### Signal wires on met1

Scale: 3 px per um. Supply wires on this layer in grey.
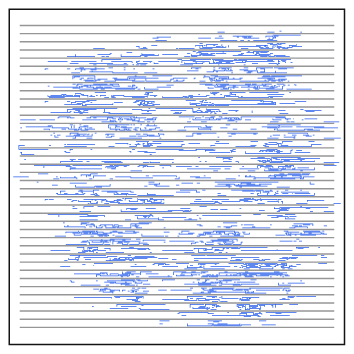
### Metal 2

Scale: 2 px per um.
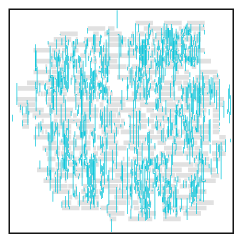
### Met3 routing

Scale: 3 px per um.
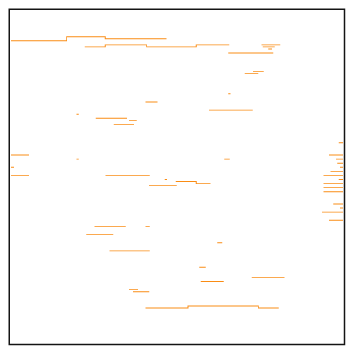
### The metal 4 layer

Scale: 3 px per um. Supply wires on this layer in grey.
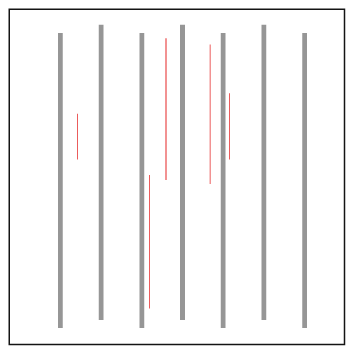
### Placement view

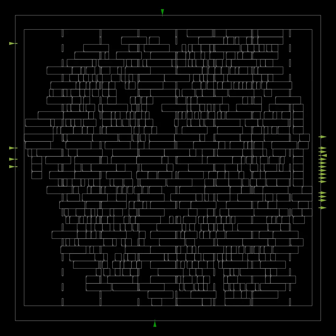
## config.mk

```make
export PLATFORM = sky130hd
export DESIGN_NAME = operand_entry_ctrl
export DESIGN_NICKNAME = d
export VERILOG_FILES = /design/src/rtl/operand_entry_ctrl.sv
export SDC_FILE = /design/constraint.sdc
export NUM_CORES = 1
export LEC_CHECK = 0
export CORE_MARGIN = 3
export CORE_UTILIZATION = 50
export DETAILED_ROUTE_END_ITERATION = 6
export PLACE_DENSITY = 0.74
export SLEW_MARGIN = 5
export SYNTH_ARGS = -nofsm -noshare
export SYNTH_HDL_FRONTEND = slang
export SYNTH_SLANG_ARGS = --single-unit
```

## constraint.sdc

```tcl
create_clock -name CLK100MHZ -period 7.9 [get_ports CLK100MHZ]
set_clock_uncertainty 0.05 [all_clocks]
set_input_delay 0.79 -clock CLK100MHZ [delete_from_list [all_inputs] [get_ports CLK100MHZ]]
set_output_delay 0.79 -clock CLK100MHZ [all_outputs]
set_load 0.1 [all_outputs]
```

## src/rtl/operand_entry_ctrl.sv

```systemverilog
// Pushbutton operand entry: debounces four buttons and sequences OPCODE -> A -> B -> SEND,
// then offers the operation on a valid/ready handshake. Optional macro AUTOREPEAT_EN adds hold-to-repeat on BTNU/BTND.
module operand_entry_ctrl #(
    parameter int DEBOUNCE_CYCLES = 1000000,
    parameter int REPEAT_CYCLES   = 30000000
) (
    input  logic       CLK100MHZ,
    input  logic       CPU_RESETN,
    input  logic       BTNC,
    input  logic       BTNL,
    input  logic       BTNU,
    input  logic       BTND,
    output logic [2:0] OPCODE,
    output logic [3:0] A,
    output logic [3:0] B,
    output logic [1:0] FIELD_SEL,
    output logic       OP_VALID,
    input  logic       OP_READY
);

    localparam int DB_W = (DEBOUNCE_CYCLES > 1) ? $clog2(DEBOUNCE_CYCLES) : 1;
    localparam logic [DB_W-1:0] DB_LAST = DB_W'(DEBOUNCE_CYCLES - 1);

    if (DEBOUNCE_CYCLES < 1 || REPEAT_CYCLES < 1) begin : g_param_check
        $error("DEBOUNCE_CYCLES and REPEAT_CYCLES must be at least 1");
    end

    typedef enum logic [1:0] {
        EDIT_OP = 2'd0,
        EDIT_A  = 2'd1,
        EDIT_B  = 2'd2,
        SEND    = 2'd3
    } state_t;

    // Button vector order: [3]=BTNC, [2]=BTNL, [1]=BTNU, [0]=BTND
    logic [3:0]      raw;
    logic [3:0]      sync_p0;
    logic [3:0]      sync_p1;
    logic [3:0]      level;
    logic [3:0]      level_p2;
    logic [3:0]      press_p3;
    logic [DB_W-1:0] db_cnt [4];

    logic [1:0]      rst_sync;
    logic            rst_n;

    state_t          state;
    state_t          state_nx;
    logic [2:0]      opcode_q;
    logic [2:0]      opcode_nx;
    logic [3:0]      a_q;
    logic [3:0]      a_nx;
    logic [3:0]      b_q;
    logic [3:0]      b_nx;
    logic            rep_up;
    logic            rep_dn;
    logic            up_req;
    logic            dn_req;

    function automatic logic [2:0] step3(input logic [2:0] v, input logic up);
        return up ? v + 3'd1 : v - 3'd1;
    endfunction

    function automatic logic [3:0] step4(input logic [3:0] v, input logic up);
        return up ? v + 4'd1 : v - 4'd1;
    endfunction

    // Reset asserts asynchronously and releases two clocks after CPU_RESETN rises
    always_ff @(posedge CLK100MHZ or negedge CPU_RESETN) begin
        if (!CPU_RESETN) rst_sync <= 2'b00;
        else             rst_sync <= {rst_sync[0], 1'b1};
    end
    assign rst_n = rst_sync[1];

    assign raw = {BTNC, BTNL, BTNU, BTND};

    // p0/p1: synchronizer, level: debounced, p2/p3: rising-edge press pulse
    always_ff @(posedge CLK100MHZ or negedge rst_n) begin
        if (!rst_n) begin
            sync_p0  <= '0;
            sync_p1  <= '0;
            level    <= '0;
            level_p2 <= '0;
            press_p3 <= '0;
            for (int i = 0; i < 4; i++) db_cnt[i] <= '0;
        end else begin
            sync_p0  <= raw;
            sync_p1  <= sync_p0;
            level_p2 <= level;
            press_p3 <= level & ~level_p2;
            for (int i = 0; i < 4; i++) begin
                if (sync_p1[i] == level[i]) begin
                    db_cnt[i] <= '0;
                end else if (db_cnt[i] == DB_LAST) begin
                    level[i]  <= sync_p1[i];
                    db_cnt[i] <= '0;
                end else begin
                    db_cnt[i] <= db_cnt[i] + 1'b1;
                end
            end
        end
    end

`ifdef AUTOREPEAT_EN
    localparam int RP_W = (REPEAT_CYCLES > 1) ? $clog2(REPEAT_CYCLES) : 1;
    localparam logic [RP_W-1:0] RP_LAST = RP_W'(REPEAT_CYCLES - 1);

    logic [RP_W-1:0] rep_cnt;
    logic            held;

    // Repeat pulses are registered so they line up one step per REPEAT_CYCLES after the press step
    assign held = (level_p2[1] | level_p2[0]) && (state != SEND) && (state_nx == state);

    always_ff @(posedge CLK100MHZ or negedge rst_n) begin
        if (!rst_n) begin
            rep_cnt <= '0;
            rep_up  <= 1'b0;
            rep_dn  <= 1'b0;
        end else begin
            rep_up <= 1'b0;
            rep_dn <= 1'b0;
            if (!held) begin
                rep_cnt <= '0;
            end else if (rep_cnt == RP_LAST) begin
                rep_cnt <= '0;
                rep_up  <= level_p2[1];
                rep_dn  <= ~level_p2[1];
            end else begin
                rep_cnt <= rep_cnt + 1'b1;
            end
        end
    end
`else
    assign rep_up = 1'b0;
    assign rep_dn = 1'b0;
`endif

    assign up_req = press_p3[1] | rep_up;
    assign dn_req = press_p3[0] | rep_dn;

    // Only one action per cycle: BTNC > BTNL > BTNU > BTND
    always_comb begin
        state_nx  = state;
        opcode_nx = opcode_q;
        a_nx      = a_q;
        b_nx      = b_q;
        if (state == SEND) begin
            if (OP_READY) state_nx = EDIT_OP;
        end else if (press_p3[3]) begin
            case (state)
                EDIT_OP: state_nx = (opcode_q == 3'd0) ? SEND : EDIT_A;
                EDIT_A:  state_nx = (opcode_q == 3'd1) ? SEND : EDIT_B;
                default: state_nx = SEND;
            endcase
        end else if (press_p3[2]) begin
            if (state == EDIT_A)      state_nx = EDIT_OP;
            else if (state == EDIT_B) state_nx = EDIT_A;
        end else if (up_req || dn_req) begin
            case (state)
                EDIT_OP: opcode_nx = step3(opcode_q, up_req);
                EDIT_A:  a_nx      = step4(a_q, up_req);
                default: b_nx      = step4(b_q, up_req);
            endcase
        end
    end

    always_ff @(posedge CLK100MHZ or negedge rst_n) begin
        if (!rst_n) begin
            state    <= EDIT_OP;
            opcode_q <= 3'd0;
            a_q      <= 4'd0;
            b_q      <= 4'd0;
        end else begin
            state    <= state_nx;
            opcode_q <= opcode_nx;
            a_q      <= a_nx;
            b_q      <= b_nx;
        end
    end

    assign OPCODE    = opcode_q;
    assign A         = a_q;
    assign B         = b_q;
    assign FIELD_SEL = state;
    assign OP_VALID  = (state == SEND);

endmodule

```

==> flow_summary.rst <==
Implementation results
======================

.. list-table::
   :header-rows: 1

   * - Metric
     - Value
   * - Crit Path Category
     - flop to output port
   * - Post-Place Setup Slack
     - 5.22 ns
   * - Non-clock inverter total of the final layout
     - 19
   * - Capture instance of the worst register-to-register path
     - db_cnt[13]$_DFF_PN0_
   * - Sum Neg Setup Slack
     - 0 ns
   * - Clock distribution area overhead in the final layout
     - 8.47%
   * - Startpoint of the worst-slack reg-to-reg timing path
     - db_cnt[0]$_DFF_PN0_
   * - First-pass GRT wire length
     - 18.2 mm
   * - Final Setup Violations
     - 0
   * - Portion of the post-synthesis area used by sequential elements
     - 52.0%
   * - TritonCTS clock tree
     - yes
   * - Final weighted congestion of routability-driven global placement
     - 0.853
   * - Area used by multi-input combinational logic
     - 2560 um2
   * - Number of multi-input logic gates
     - 392
   * - Layout cell share with drive strength beyond 1
     - 8.76%
   * - Reg2reg setup slack
     - 5.46 ns
   * - Cell type taking the most area
     - flip-flops and latches
   * - Clock latency at the later pin of the worst-skew pair
     - 0.52 ns
   * - Wire per inst
     - 14.3 um
   * - Most common library cells after synthesis
     - sky130_fd_sc_hd__dfrtp_1, sky130_fd_sc_hd__nor2_1, sky130_fd_sc_hd__xnor2_1
   * - Final instance area
     - 6470 um2
   * - Syn Inst Count
     - 534
   * - Synth area leader
     - sky130_fd_sc_hd__dfrtp_1
   * - Floorplan die area
     - 12400 um2
   * - First DRT Iteration DRCs
     - 245
   * - Yosys warns
     - 0
   * - FFs w/ async S/R, synth
     - 100%
   * - Post-route fraction of the period consumed by the critical path
     - 40.9%
   * - Synthesized chip area reported by yosys
     - 5540 um2
   * - Post-DRT Antenna Nets
     - 0
   * - Peak clock frequency supported by timing
     - 310 MHz
   * - Result of the run
     - completed
   * - Proportion of power drawn by combinational gates
     - 2.2%
   * - Yosys reg bits
     - 115
   * - Die span in x
     - 111 um
   * - Area leader share
     - 52.0%
   * - Core region area
     - 10600 um2
   * - Post-detailed-placement half-perimeter wirelength
     - 7.02 mm
   * - Maximum buffer depth of the clock tree
     - 2
   * - Peak supply drop
     - 0.146 mV
-- 'Signal wires on met1' (at the start) --
share of all routed wire = 46%
longest straight run = 31.7 um
total number of vias: 3990
global routing usage on met1: 22.8%
final routed wirelength across all metal layers: 10.3 mm

-- 'Metal 2' (at the start) --
longest straight run = 35.2 um
nets with wire on the layer = 501
met2 demand-to-capacity share in global routing: 28.6%

-- 'Met3 routing' (at the start) --
nets with wire on the layer = 39
longest straight run = 23.5 um
wire length on this layer = 385 um
share of all routed wire = 3.8%

-- 'The metal 4 layer' (at the start) --
nets with wire on the layer = 4
share of all routed wire = 1.7%
wire length on this layer = 174 um
longest straight run = 46.9 um

-- 'Placement view' (at the start) --
registers: 115
fraction of area in registers: 44.5%
utilization after layout: 61.3%
FP Rows: 37
well-tap cell count: 136

worst max-delay path, cell delays in order (launching register included):
cell and delay [ns]:
sky130_fd_sc_hd__dfrtp_1 0.43, sky130_fd_sc_hd__ha_1 0.28, sky130_fd_sc_hd__clkdlybuf4s50_1 1.17
cells by family (layout without fill, tap and decap cells):
logic type | count (synthesis) | in the layout | synth area share (%)
flip-flops | 115 | 115 | 52.0
multiplexers | 11 | 11 | 2.17
other | 1 | 1 | 0.0677
buffers and inverters | 27 | 75 | 1.90
AND-OR/OR-AND | 60 | 60 | 6.64
adder cells (fa/ha/maj) | 18 | 18 | 4.34
XOR/XNOR | 62 | 62 | 9.81
AND/OR/NAND/NOR | 240 | 240 | 23.1
No activity file was given, so power comes from the tool's default toggle rates.
